$ cat config.mk
export PLATFORM = sky130hd
export DESIGN_NAME = keypad_entry_loader
export DESIGN_NICKNAME = d
export VERILOG_FILES = /design/src/rtl/keypad_entry_loader.sv
export SDC_FILE = /design/constraint.sdc
export NUM_CORES = 1
export LEC_CHECK = 0
export CORE_UTILIZATION = 35
export CTS_CLUSTER_DIAMETER = 50
export DETAILED_ROUTE_END_ITERATION = 16
export GPL_TIMING_DRIVEN = 0
export PLACE_DENSITY = 0.53
export REMOVE_ABC_BUFFERS = 1
export SYNTH_ARGS = -nofsm -noshare
export SYNTH_HDL_FRONTEND = slang
export SYNTH_SLANG_ARGS = --single-unit
export TNS_END_PERCENT = 30
$ cat constraint.sdc
create_clock -name clk -period 2.2 [get_ports clk]
set_input_delay 0.33 -clock clk [delete_from_list [all_inputs] [get_ports clk]]
set_output_delay 0.33 -clock clk [all_outputs]
set_load 0.05 [all_outputs]
$ cat src/rtl/keypad_entry_loader.sv
// keypad_entry_loader: watches the keypad shift register, counts entered
// digits, validates the four-digit HHMM entry on a load button and emits a
// one-cycle load strobe (or an error pulse), then blanks the keypad.
module keypad_entry_loader #(
  parameter logic [31:0] TIMEOUT_CYCLES = 32'd500_000_000
) (
  input  logic        clk,
  input  logic        reset_n,
  input  logic [15:0] keypad_values,
  input  logic        shift_pulse,
  input  logic        load_time_btn,
  input  logic        load_alarm_btn,
  input  logic        cancel_btn,
  output logic        reset_shift,
  output logic        time_load,
  output logic        alarm_load,
  output logic [15:0] load_value,
  output logic [2:0]  digit_count,
  output logic        entry_error
);

  typedef enum logic [2:0] {
    IDLE,
    ENTRY,
    CHECK,
    LOAD,
    ERROR,
    CLEAR
  } state_t;

  state_t      state;
  state_t      next_state;

  // Bit order of the conditioned inputs: {cancel, alarm, time, shift}
  logic [3:0]  raw_in;
  logic [3:0]  sync1;
  logic [3:0]  sync2;
  logic [3:0]  sync_prev;
  logic [3:0]  edges;

  logic        digit_ev;
  logic        time_ev;
  logic        alarm_ev;
  logic        cancel_ev;

  logic        started;
  logic        req_alarm;
  logic        req_alarm_nx;
  logic [2:0]  count_nx;
  logic [31:0] timer;
  logic [31:0] timer_nx;
  logic        latch_value;
  logic        entry_valid;

  logic [3:0]  h_tens;
  logic [3:0]  h_units;
  logic [3:0]  m_tens;
  logic [3:0]  m_units;

  assign raw_in    = {cancel_btn, load_alarm_btn, load_time_btn, shift_pulse};
  assign edges     = sync2 & ~sync_prev;
  assign digit_ev  = edges[0];
  assign time_ev   = edges[1];
  assign alarm_ev  = edges[2];
  assign cancel_ev = edges[3];

  assign h_tens  = keypad_values[15:12];
  assign h_units = keypad_values[11:8];
  assign m_tens  = keypad_values[7:4];
  assign m_units = keypad_values[3:0];

  // An entry is loadable only with four digits forming a legal 24-hour HHMM time
  assign entry_valid = (digit_count == 3'd4) &&
                       (h_tens <= 4'd9) && (h_units <= 4'd9) &&
                       (m_tens <= 4'd9) && (m_units <= 4'd9) &&
                       (h_tens <= 4'd2) &&
                       ((h_tens != 4'd2) || (h_units <= 4'd3)) &&
                       (m_tens <= 4'd5);

  // Two-flop synchronizers plus a delayed copy for rising-edge detection
  always_ff @(posedge clk or negedge reset_n) begin
    if (!reset_n) begin
      sync1     <= 4'b0000;
      sync2     <= 4'b0000;
      sync_prev <= 4'b0000;
    end else begin
      sync1     <= raw_in;
      sync2     <= sync1;
      sync_prev <= sync2;
    end
  end

  // State, counters and the latched load request/value
  always_ff @(posedge clk or negedge reset_n) begin
    if (!reset_n) begin
      state       <= CLEAR;
      started     <= 1'b0;
      req_alarm   <= 1'b0;
      digit_count <= 3'd0;
      timer       <= 32'd0;
      load_value  <= 16'h0000;
    end else begin
      state       <= next_state;
      started     <= 1'b1;
      req_alarm   <= req_alarm_nx;
      digit_count <= count_nx;
      timer       <= timer_nx;
      if (latch_value) begin
        load_value <= keypad_values;
      end
    end
  end

  // Next-state logic; inside ENTRY cancel beats load, and load beats digit
  always_comb begin
    next_state   = state;
    count_nx     = digit_count;
    timer_nx     = 32'd0;
    req_alarm_nx = req_alarm;
    latch_value  = 1'b0;
    case (state)
      IDLE: begin
        count_nx = 3'd0;
        if (cancel_ev) begin
          next_state = CLEAR;
        end else if (time_ev || alarm_ev) begin
          next_state = ERROR;
        end else if (digit_ev) begin
          next_state = ENTRY;
          count_nx   = 3'd1;
        end
      end
      ENTRY: begin
        if (cancel_ev) begin
          next_state = CLEAR;
        end else if (time_ev && alarm_ev) begin
          next_state = ERROR;
        end else if (time_ev || alarm_ev) begin
          next_state   = CHECK;
          req_alarm_nx = alarm_ev;
        end else if (digit_ev) begin
          count_nx = (digit_count == 3'd4) ? 3'd4 : digit_count + 3'd1;
        end else if (timer == TIMEOUT_CYCLES - 32'd1) begin
          next_state = ERROR;
        end else begin
          timer_nx = timer + 32'd1;
        end
      end
      CHECK: begin
        if (entry_valid) begin
          next_state  = LOAD;
          latch_value = 1'b1;
        end else begin
          next_state = ERROR;
        end
      end
      LOAD:  next_state = CLEAR;
      ERROR: next_state = CLEAR;
      CLEAR: begin
        count_nx = 3'd0;
        // Hold CLEAR for the first cycle out of reset so the keypad gets blanked
        if (started) begin
          next_state = IDLE;
        end
      end
      default: next_state = CLEAR;
    endcase
    if (next_state == CLEAR) begin
      count_nx = 3'd0;
    end
  end

  // Strobes decode directly from the registered state
  always_comb begin
    reset_shift = started && (state == CLEAR);
    time_load   = (state == LOAD) && !req_alarm;
    alarm_load  = (state == LOAD) && req_alarm;
    entry_error = (state == ERROR);
  end

endmodule

Fig. 1: the metal 1 layer
Bar = 20 um. Supply wires on this layer in grey.
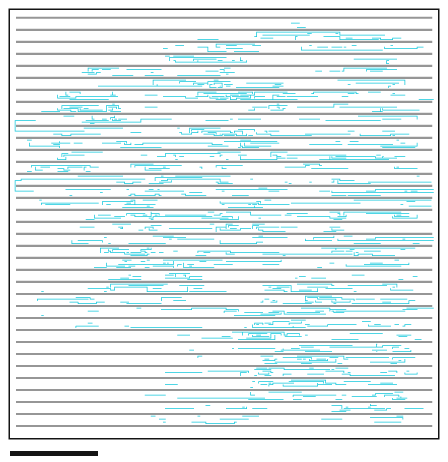
- nets with wire on the layer: 320
- wire length on this layer: 3140 um
Global Route met1 Usage: 19.8%
post-detailed-routing wire length: 6200 um
count of vias placed by the detailed router: 2179

Fig. 2: met2 routing
Cells faint in the background.
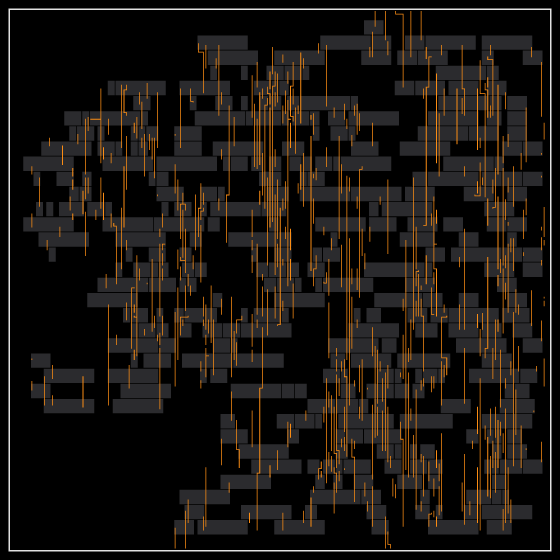
- main direction: vertical
- nets with wire on the layer: 294
- longest straight run: 41.1 um

==> results.txt <==
The implementation run finished. Summed over all layers, the global routing overflow is 0. TritonCTS built the clock tree. Looking at the clock tree report, the H-tree level count equals 3. The floorplan has 34 rows. The worst register-to-register path ends at digit_count[2]. Final hold violation count landed at 0. The post-synth count of flops with an enable pin is 0. The worst setup path is launched from a register. According to the timing report, the critical path is launched from digit_count[1].

The worst setup path is captured at a register. Cell count after placement landed at 426. The run finished with clean final reports.

The critical path goes through inv_2, ha_4, nand2_4, or4b_4, nor4b_4, buf_4, or2_4, a21boi_4, a211oi_2. Total power divided by cell area landed at 751 mW/mm2. Average cell area after synthesis landed at approximately 11 um2. Global routing used about 14% of the available tracks across all layers. Among the non-sequential cells, simple AND/OR/NAND/NOR gates take the most area. Final worst hold slack landed at about 0.082 ns. Post-synthesis cell count landed at 285.

Once iteration 0 of detailed routing completed, the report listed 66 DRC markers. The region available for standard cell placement spans 0.00872 mm2. Looking at the gate-level netlist, the highest instance count belongs to dfrtp_1. The report puts the cell count of the worst reg-to-reg path at 9. Number of buffers inserted for hold repair after clock tree synthesis landed at 0. Across all stage logs, warnings added up to 28. Looking at the max-slew report, the worst-margin pin has a slew of 0.845 ns. Cell area after layout landed at 0.00405 mm2. Post-synth the commonest register cell is dfrtp_1.

Clock net sink count landed at 68. Aggregate negative setup slack landed at 0 ns. The timing report notes that buffer and inverter cells on the critical path total 2. Final count of pins violating max slew landed at 0.

For reference, the top cells by area after synthesis are dfrtp_1 52%, nor2_1 5.4%, xor2_1 5.0%. Synthesis area per yosys landed at roughly 0.0032 mm2. In this design, the largest share of critical-path delay is due to simple AND/OR/NAND/NOR gates. Across the VDD grid, the largest voltage drop is 357 uV. Share of the cycle needed by the critical path after routing landed at 98.0%. The most common logic cells in the final layout are 66 x dfrtp_1, 44 x nor2_1, 39 x clkdlybuf4s50_1. The later pin in the worst-skew pair is clocked with a latency of 0.35 ns. The layer flagged by global routing as most heavily used is met2. For this run, the slowest stage of the critical path takes between 0.5 and 0.6 ns.

Largest fanout of any net on the critical path landed at 3. Cell count listed in synth_stat.txt landed at 285. After synthesis, the share of flip-flops with an asynchronous set or reset is 100%. Final count of negative-setup-slack endpoints landed at 0.

Count of nets after finishing landed at 364. In this run the remaining antenna-violating nets after routing total 0. The report lists the number of cells resized after CTS as 28. Met3 global-route usage landed at about 5.3%.

Required time of the worst setup path landed at 2.47 ns. Warnings reported by Yosys during synthesis add up to 0. Initial cell density of the core landed at 36.2%. In the final routing, the length of wire on met1 measures 3140 um.

Chip area landed at 0.00940 mm2. dfrtp_1 takes more of the synthesized area than any other cell. Number of remaining DRC errors landed at 0. Per the synthesis report, the number of distinct cell types is 54. Cell area after placement landed at 0.00364 mm2. Share of layout cells above drive strength 1 landed at 19.5%. Largest net degree at the start of global routing landed at 69. In the global route stage, met2 resource usage came out at 20.9%. The finished layout holds 452 standard cells, fillers aside. Looking at the critical path, the single cell with the biggest stage delay is or4b_4.
[area by class of cell]
class                      count  area [um2]
multi-input combinational    201        1470
sequential                    68        1700
tap                          108         135
timing repair buffer          54         509
fill                         789        4670
clock buffer                  11         151
inverter                       5        18.8
clock inverter                 5        58.8
[sequential cells by signal (all words and copies together), names as in the netlist]
name / flops
digit_count: 3
load_value: 16
started: 1
state: 3
req_alarm: 1
timer: 32
sync2: 4
sync1: 4
sync_prev: 4
[power by group]
part / leakage, nW / internal (W) / switching [W]
sequential: 0.912 / 0.00131 / 0.0000797
combinational: 0.689 / 0.000248 / 0.000331
clock: 0.102 / 0.000587 / 0.000490
total: 1.70 / 0.00214 / 0.000900
No activity file was given, so power comes from the tool's default toggle rates.
